**Run 1: layout detail**

Scale bar: 10 um. Region (1, 1) to (26, 26) um. Cells in gray, sequential cells in the stronger gray; small squares are vias.
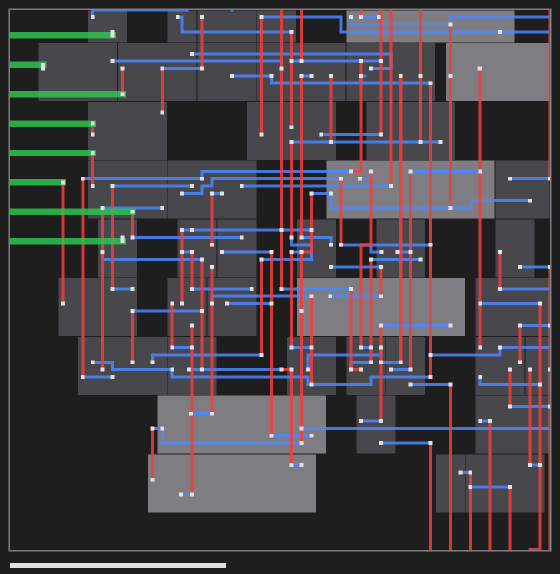
**Run 1: selected gate families**

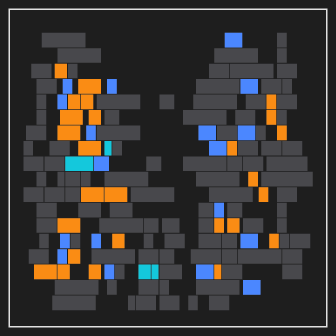
**Run 1: met3 routing**

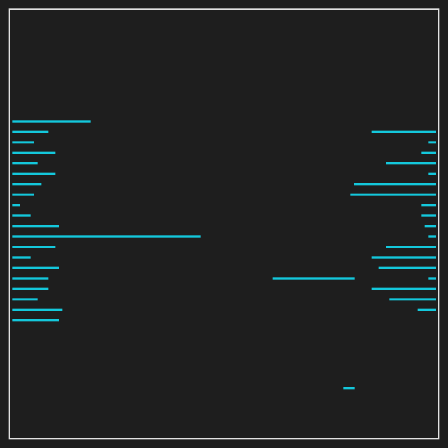
## config.mk

```make
export PLATFORM = sky130hd
export DESIGN_NAME = io_unit
export DESIGN_NICKNAME = d
export VERILOG_FILES = /design/src/rtl/io_pkg.sv /design/src/rtl/io_out_channel.sv /design/src/rtl/io_unit.sv
export SDC_FILE = /design/constraint.sdc
export NUM_CORES = 1
export LEC_CHECK = 0
export CAP_MARGIN = 20
export CORE_MARGIN = 2
export CORE_UTILIZATION = 34
export DETAILED_ROUTE_END_ITERATION = 8
export GPL_ROUTABILITY_DRIVEN = 0
export PLACE_DENSITY = 0.86
export SLEW_MARGIN = 20
export SYNTH_ARGS = -nofsm -noshare
export SYNTH_HDL_FRONTEND = slang
export SYNTH_SLANG_ARGS = --single-unit
```

## constraint.sdc

```tcl
create_clock -name clk_in -period 0.9 [get_ports clk_in]
set_input_delay 0.09 -clock clk_in [delete_from_list [all_inputs] [get_ports clk_in]]
set_output_delay 0.09 -clock clk_in [all_outputs]
set_load 0.01 [all_outputs]
```

## src/rtl/io_pkg.sv

```systemverilog
// io_pkg: shared widths, reset defaults and character type for the I/O unit
package io_pkg;
    localparam int CHAR_W_DEFAULT = 8;
    localparam logic FGO_RESET_DEFAULT = 1'b1;
    typedef logic [7:0] char_t;
endpackage

```

## src/rtl/io_out_channel.sv

```systemverilog
// io_out_channel: OUTR/FGO printer channel with overrun detect (overrun port only with IO_ERROR_FLAGS_EN)
module io_out_channel import io_pkg::*; #(
    parameter int CHAR_W = CHAR_W_DEFAULT,
    parameter logic FGO_RESET = FGO_RESET_DEFAULT
) (
    input  logic              clk,
    input  logic              rst,
    input  logic              op_out,
    input  logic [CHAR_W-1:0] ac_low,
    input  logic              prn_ready,
    output logic [CHAR_W-1:0] outr,
    output logic              fgo,
    output logic              prn_valid
`ifdef IO_ERROR_FLAGS_EN
    ,
    output logic              overrun
`endif
);
    always_ff @(posedge clk) begin
        if (rst) begin
            outr      <= '0;
            fgo       <= FGO_RESET;
            prn_valid <= 1'b0;
        end else if (op_out & fgo) begin
            outr      <= ac_low;
            fgo       <= 1'b0;
            prn_valid <= 1'b1;
        end else if (prn_valid & prn_ready) begin
            prn_valid <= 1'b0;
            fgo       <= 1'b1;
        end
    end
`ifdef IO_ERROR_FLAGS_EN
    assign overrun = op_out & ~fgo;
`endif
endmodule

```

## src/rtl/io_unit.sv

```systemverilog
// io_unit: Mano I/O unit (INPR/FGI input, OUTR/FGO output, IEN); IO_ERROR_FLAGS_EN enables sticky err_out
module io_unit import io_pkg::*; #(
    parameter int CHAR_W = CHAR_W_DEFAULT,
    parameter logic FGO_RESET = FGO_RESET_DEFAULT
) (
    input  logic              clk_in,
    input  logic              reset_in,
    input  logic [CHAR_W-1:0] kbd_data_in,
    input  logic              kbd_valid_in,
    output logic              kbd_ready_out,
    output logic [CHAR_W-1:0] prn_data_out,
    output logic              prn_valid_out,
    input  logic              prn_ready_in,
    input  logic [CHAR_W-1:0] ac_low_in,
    output logic [CHAR_W-1:0] inpr_out,
    input  logic              op_inp_in,
    input  logic              op_out_in,
    input  logic              op_ski_in,
    input  logic              op_sko_in,
    input  logic              op_ion_in,
    input  logic              op_iof_in,
    input  logic              int_ack_in,
    output logic              skip_out,
    output logic              fgi_out,
    output logic              fgo_out,
    output logic              ien_out,
    output logic              irq_out,
    output logic              err_out
);
    logic [CHAR_W-1:0] inpr;
    logic fgi, ien, fgo, accept;
    assign accept = kbd_valid_in & ~fgi;
    always_ff @(posedge clk_in) begin
        if (reset_in) begin
            inpr <= '0;
            fgi  <= 1'b0;
            ien  <= 1'b0;
        end else begin
            inpr <= accept ? kbd_data_in : inpr;
            fgi  <= accept | (fgi & ~op_inp_in);
            ien  <= ~int_ack_in & ~op_iof_in & (op_ion_in | ien);
        end
    end
`ifdef IO_ERROR_FLAGS_EN
    logic overrun, err;
    always_ff @(posedge clk_in) begin
        err <= reset_in ? 1'b0 : err | overrun | (op_inp_in & ~fgi);
    end
    assign err_out = err;
`else
    assign err_out = 1'b0;
`endif
    io_out_channel #(.CHAR_W(CHAR_W), .FGO_RESET(FGO_RESET)) u_out (
        .clk       (clk_in),
        .rst       (reset_in),
        .op_out    (op_out_in),
        .ac_low    (ac_low_in),
        .prn_ready (prn_ready_in),
        .outr      (prn_data_out),
        .fgo       (fgo),
        .prn_valid (prn_valid_out)
`ifdef IO_ERROR_FLAGS_EN
        ,
        .overrun   (overrun)
`endif
    );
    assign inpr_out      = inpr;
    assign kbd_ready_out = ~fgi;
    assign fgi_out       = fgi;
    assign fgo_out       = fgo;
    assign ien_out       = ien;
    assign skip_out      = (op_ski_in & fgi) | (op_sko_in & fgo);
    assign irq_out       = ien & (fgi | fgo);
endmodule

```

==> impl_metrics.ini, run 1 <==
; generated from flow reports
[status]
status = finished, violations left
violations = setup timing

[clocking]
cts.sinks = 20
clk_pin_slew_ns = 0.11
cts_tree = done

[setup_path]
worst-path-buf-inv = 1
crit_fanout = 3
endpoint_kind = primary output
cpLargestDelayFamily = flip-flops
startpoint = u_out.fgo$_SDFFE_PP1P_

[detailed_routing]
drc = 0
via_per_inst = 5.01
dr.pass1.iters = 4
routedWlPerCell_um = 14.6
drt-met1-wl_um = 1090
met2WireLength_um = 1290
finalWirelength_um = 2590

[timing]
final_max_slew_viol_count = 0
fin_ws_ns = -0.164
skew_ns = 0.00933
setup_viol = 23

[synth]
yosysWarningCount = 0
yosys_area_sq_um = 906
common_cells = dfxtp_1 (20), nand2b_1 (9), a21oi_1 (8), nand3_1 (8), nand4bb_1 (8)
yosysTopAreaCell = dfxtp_1
most_common_cell = dfxtp_1
yosys.stat.seqShare_pct = 44.2
mux_area_share_pct = 0
synth.area.top_cells = dfxtp_1 (44%), nand4bb_1 (9.9%), a21bo_2 (7.7%)
top_area_share_pct = 44.2
yosys.area_share.adder_pct = 0
edf_count = 0
numSynthFlops = 20
synth_area_sq_um = 906

[finish]
flop_area_sq_um = 425
comb_area_sq_um = 455
final_util_pct = 58.9
fillers = 225
num-multi-input-gates = 61
final_cell_mix = clkdlybuf4s50_1 (26), buf_2 (22), dfxtp_2 (20), nand2b_1 (9)
stdcell_area_sq_um = 1470
n_clock_buffer = 3

[global_route]
use_met1_pct = 19.8

[floorplanning]
die_w_um = 55.6
dieArea_sq_um = 3090
die_height_um = 55.6
rows = 18
fp_util_pct = 36.2

[placed_design]
placedCellCount = 170

[power_and_ir_drop]
pwr-share-clk_pct = 21.0
seq_power_share_pct = 51.5
comb_power_share_pct = 27.6
top_power_group = registers
leakage_nw = 0.618
seq_cell_power_w = 0.000986
p_int_w = 0.00142
netSwitchingPower_w = 0.000496

[flow_run]
maxCapViolCount = 0
Notes on 'layout detail' above:
metal 1: shown in blue. metal 2: shown in red. metal 3: shown in green.
Most frequent: clkdlybuf4s50_1 (8), buf_2 (7), dfxtp_2 (6). Netlist names of flops here include `inpr_out` (4). Sequential cells in the window: 6. 42 logic cells have their middle in the window.

Notes on 'selected gate families' above:
nand cells: shown in orange, cells 26, most used nand2b_1. aoi and oai cells: shown in blue, cells 18. nor cells: shown in cyan, cells 4, most used nor2_1.
commonest non-fill, non-tap cell in the layout: clkdlybuf4s50_1
non-filler cells, final: 177
logic share of the area: 30.9%

Notes on 'met3 routing' above:
The longest straight run is 24.1 um. 39 nets have wire on it. The layer holds 7.7% of the routed length. The layer carries 199 um of wire. The wires run mostly horizontal.

**Run 1: port wiring**

Scale bar: 20 um.
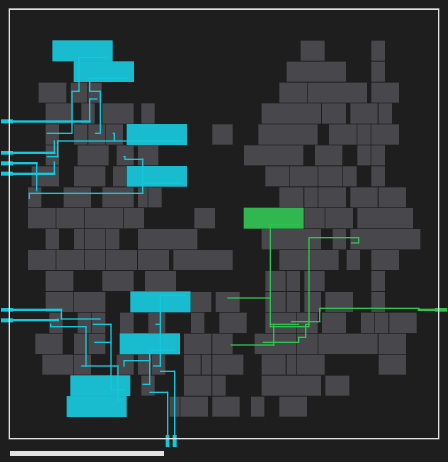

## Run 2: what changed since run 1
ABC_AREA = 1   (was not set)
CORE_UTILIZATION = 32   (was 34)
PLACE_DENSITY = 0.85   (was 0.86)
**Run 2: port wiring**

Scale bar: 20 um.
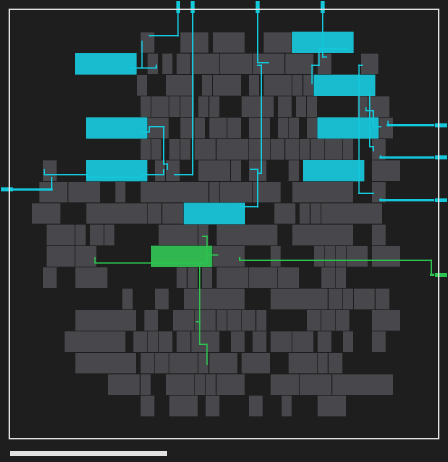
`fgo_out`: shown in green, bits 1, direction output, edge east, end cells 1, buffers 1, wire 61.4 um. `inpr_out`: shown in cyan, bits 8, direction output, edge 4 north, 3 east, 1 west, end cells 8, buffers 8, wire 166 um.
I/O Buffers: 49
boundary pin count: 51

**Run 2: met3 routing**

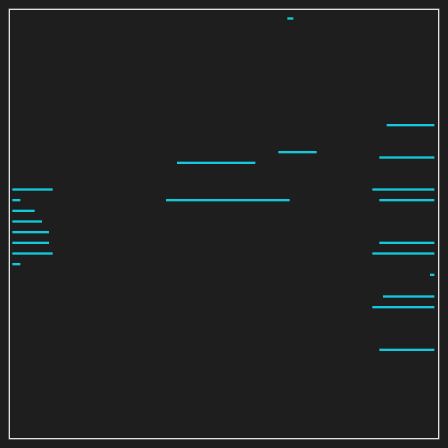
The layer carries 117 um of wire. The wires run mostly horizontal.
total number of vias: 930
final WL: 2270 um
met3 GRT Util: 4.10%

==> run 2 against run 1 <==
Via count rose by 5.0%. Largest power group unchanged. Global-route usage decreased by 0.10 points. Sequential cell count is the same. The run still ends with setup timing left.
==> impl_metrics.ini, run 2 <==
; generated from flow reports
[status]
status = finished, violations left
violations = setup timing

[finish]
comb_share_pct = 24.1
seq_cell_count = 20
n_clock_buffer = 4
flop_area_sq_um = 428
stdcell_area_sq_um = 1460
finalNonFillerCells = 207
fillers = 219
final_util_pct = 59.6
final_cell_mix = nand2_1 (26), clkdlybuf4s50_1 (26), dfxtp_2 (19), nand3_1 (16), buf_2 (15)
num-multi-input-gates = 75
comb_area_sq_um = 353

[clocking]
clk_pin_slew_ns = 0.11
post_cts_buffers = 1
cts.sinks = 20
cts_hold_buf = 0
insertion_delay_ns = 0.30
cts_tree = done

[setup_path]
worst-path-buf-inv = 1
endpoint_kind = primary output
cpLargestDelayFamily = flip-flops
crit_fanout = 5
startpoint = fgi_out$_SDFF_PP0_

[power_and_ir_drop]
powerClk_w = 0.000528
netSwitchingPower_w = 0.000552
pwr-share-clk_pct = 25.7
max-vdd-ir-drop_mv = 0.872
power.density_nw_per_um2 = 1410
seq_power_share_pct = 48.7
leakage_nw = 0.715
comb_power_share_pct = 25.6
top_power_group = registers
total_power_w = 0.00206
p_int_w = 0.00151
seq_cell_power_w = 0.00100

[global_route]
antenna_found_initial = 0
use_met1_pct = 18.1

[synth]
mux_area_share_pct = 0
yosysWarningCount = 0
common_cells = nand2_1 (26), dfxtp_1 (20), nor2_1 (18)
synth_area_sq_um = 815
yosys.area_share.adder_pct = 0
synth.area.top_cells = dfxtp_1 (49%), nand2_1 (12%), nand3_1 (9.8%)
synthTopLogicFamily = simple AND/OR/NAND/NOR gates
fp_nets = 141
top_area_share_pct = 49.2
yosysTopAreaCell = dfxtp_1
edf_count = 0
most_common_cell = nand2_1
yosys_area_sq_um = 815
yosys.stat.seqShare_pct = 49.2
numSynthFlops = 20

[detailed_routing]
dr.pass1.iters = 4
met2WireLength_um = 1170
via_per_inst = 4.49
drt-met1-wl_um = 951
routed.top_layer = met4
drc = 0
routedWlPerCell_um = 10.9

[timing]
tns_ns = -1.58
skew_ns = 0.00162
final_max_slew_viol_count = 0
setup_viol = 15
fin_ws_ns = -0.172

[floorplanning]
die_height_um = 54.5
fp_util_pct = 33.2
rows = 18
die_w_um = 54.5
dieArea_sq_um = 2960

[placed_design]
placedCellCount = 199

[flow_run]
maxCapViolCount = 0
tool_warnings = 28

[hold_path]
min_to = u_out.outr[0]$_SDFFE_PP0P_
Power and IR drop assume default switching activity.
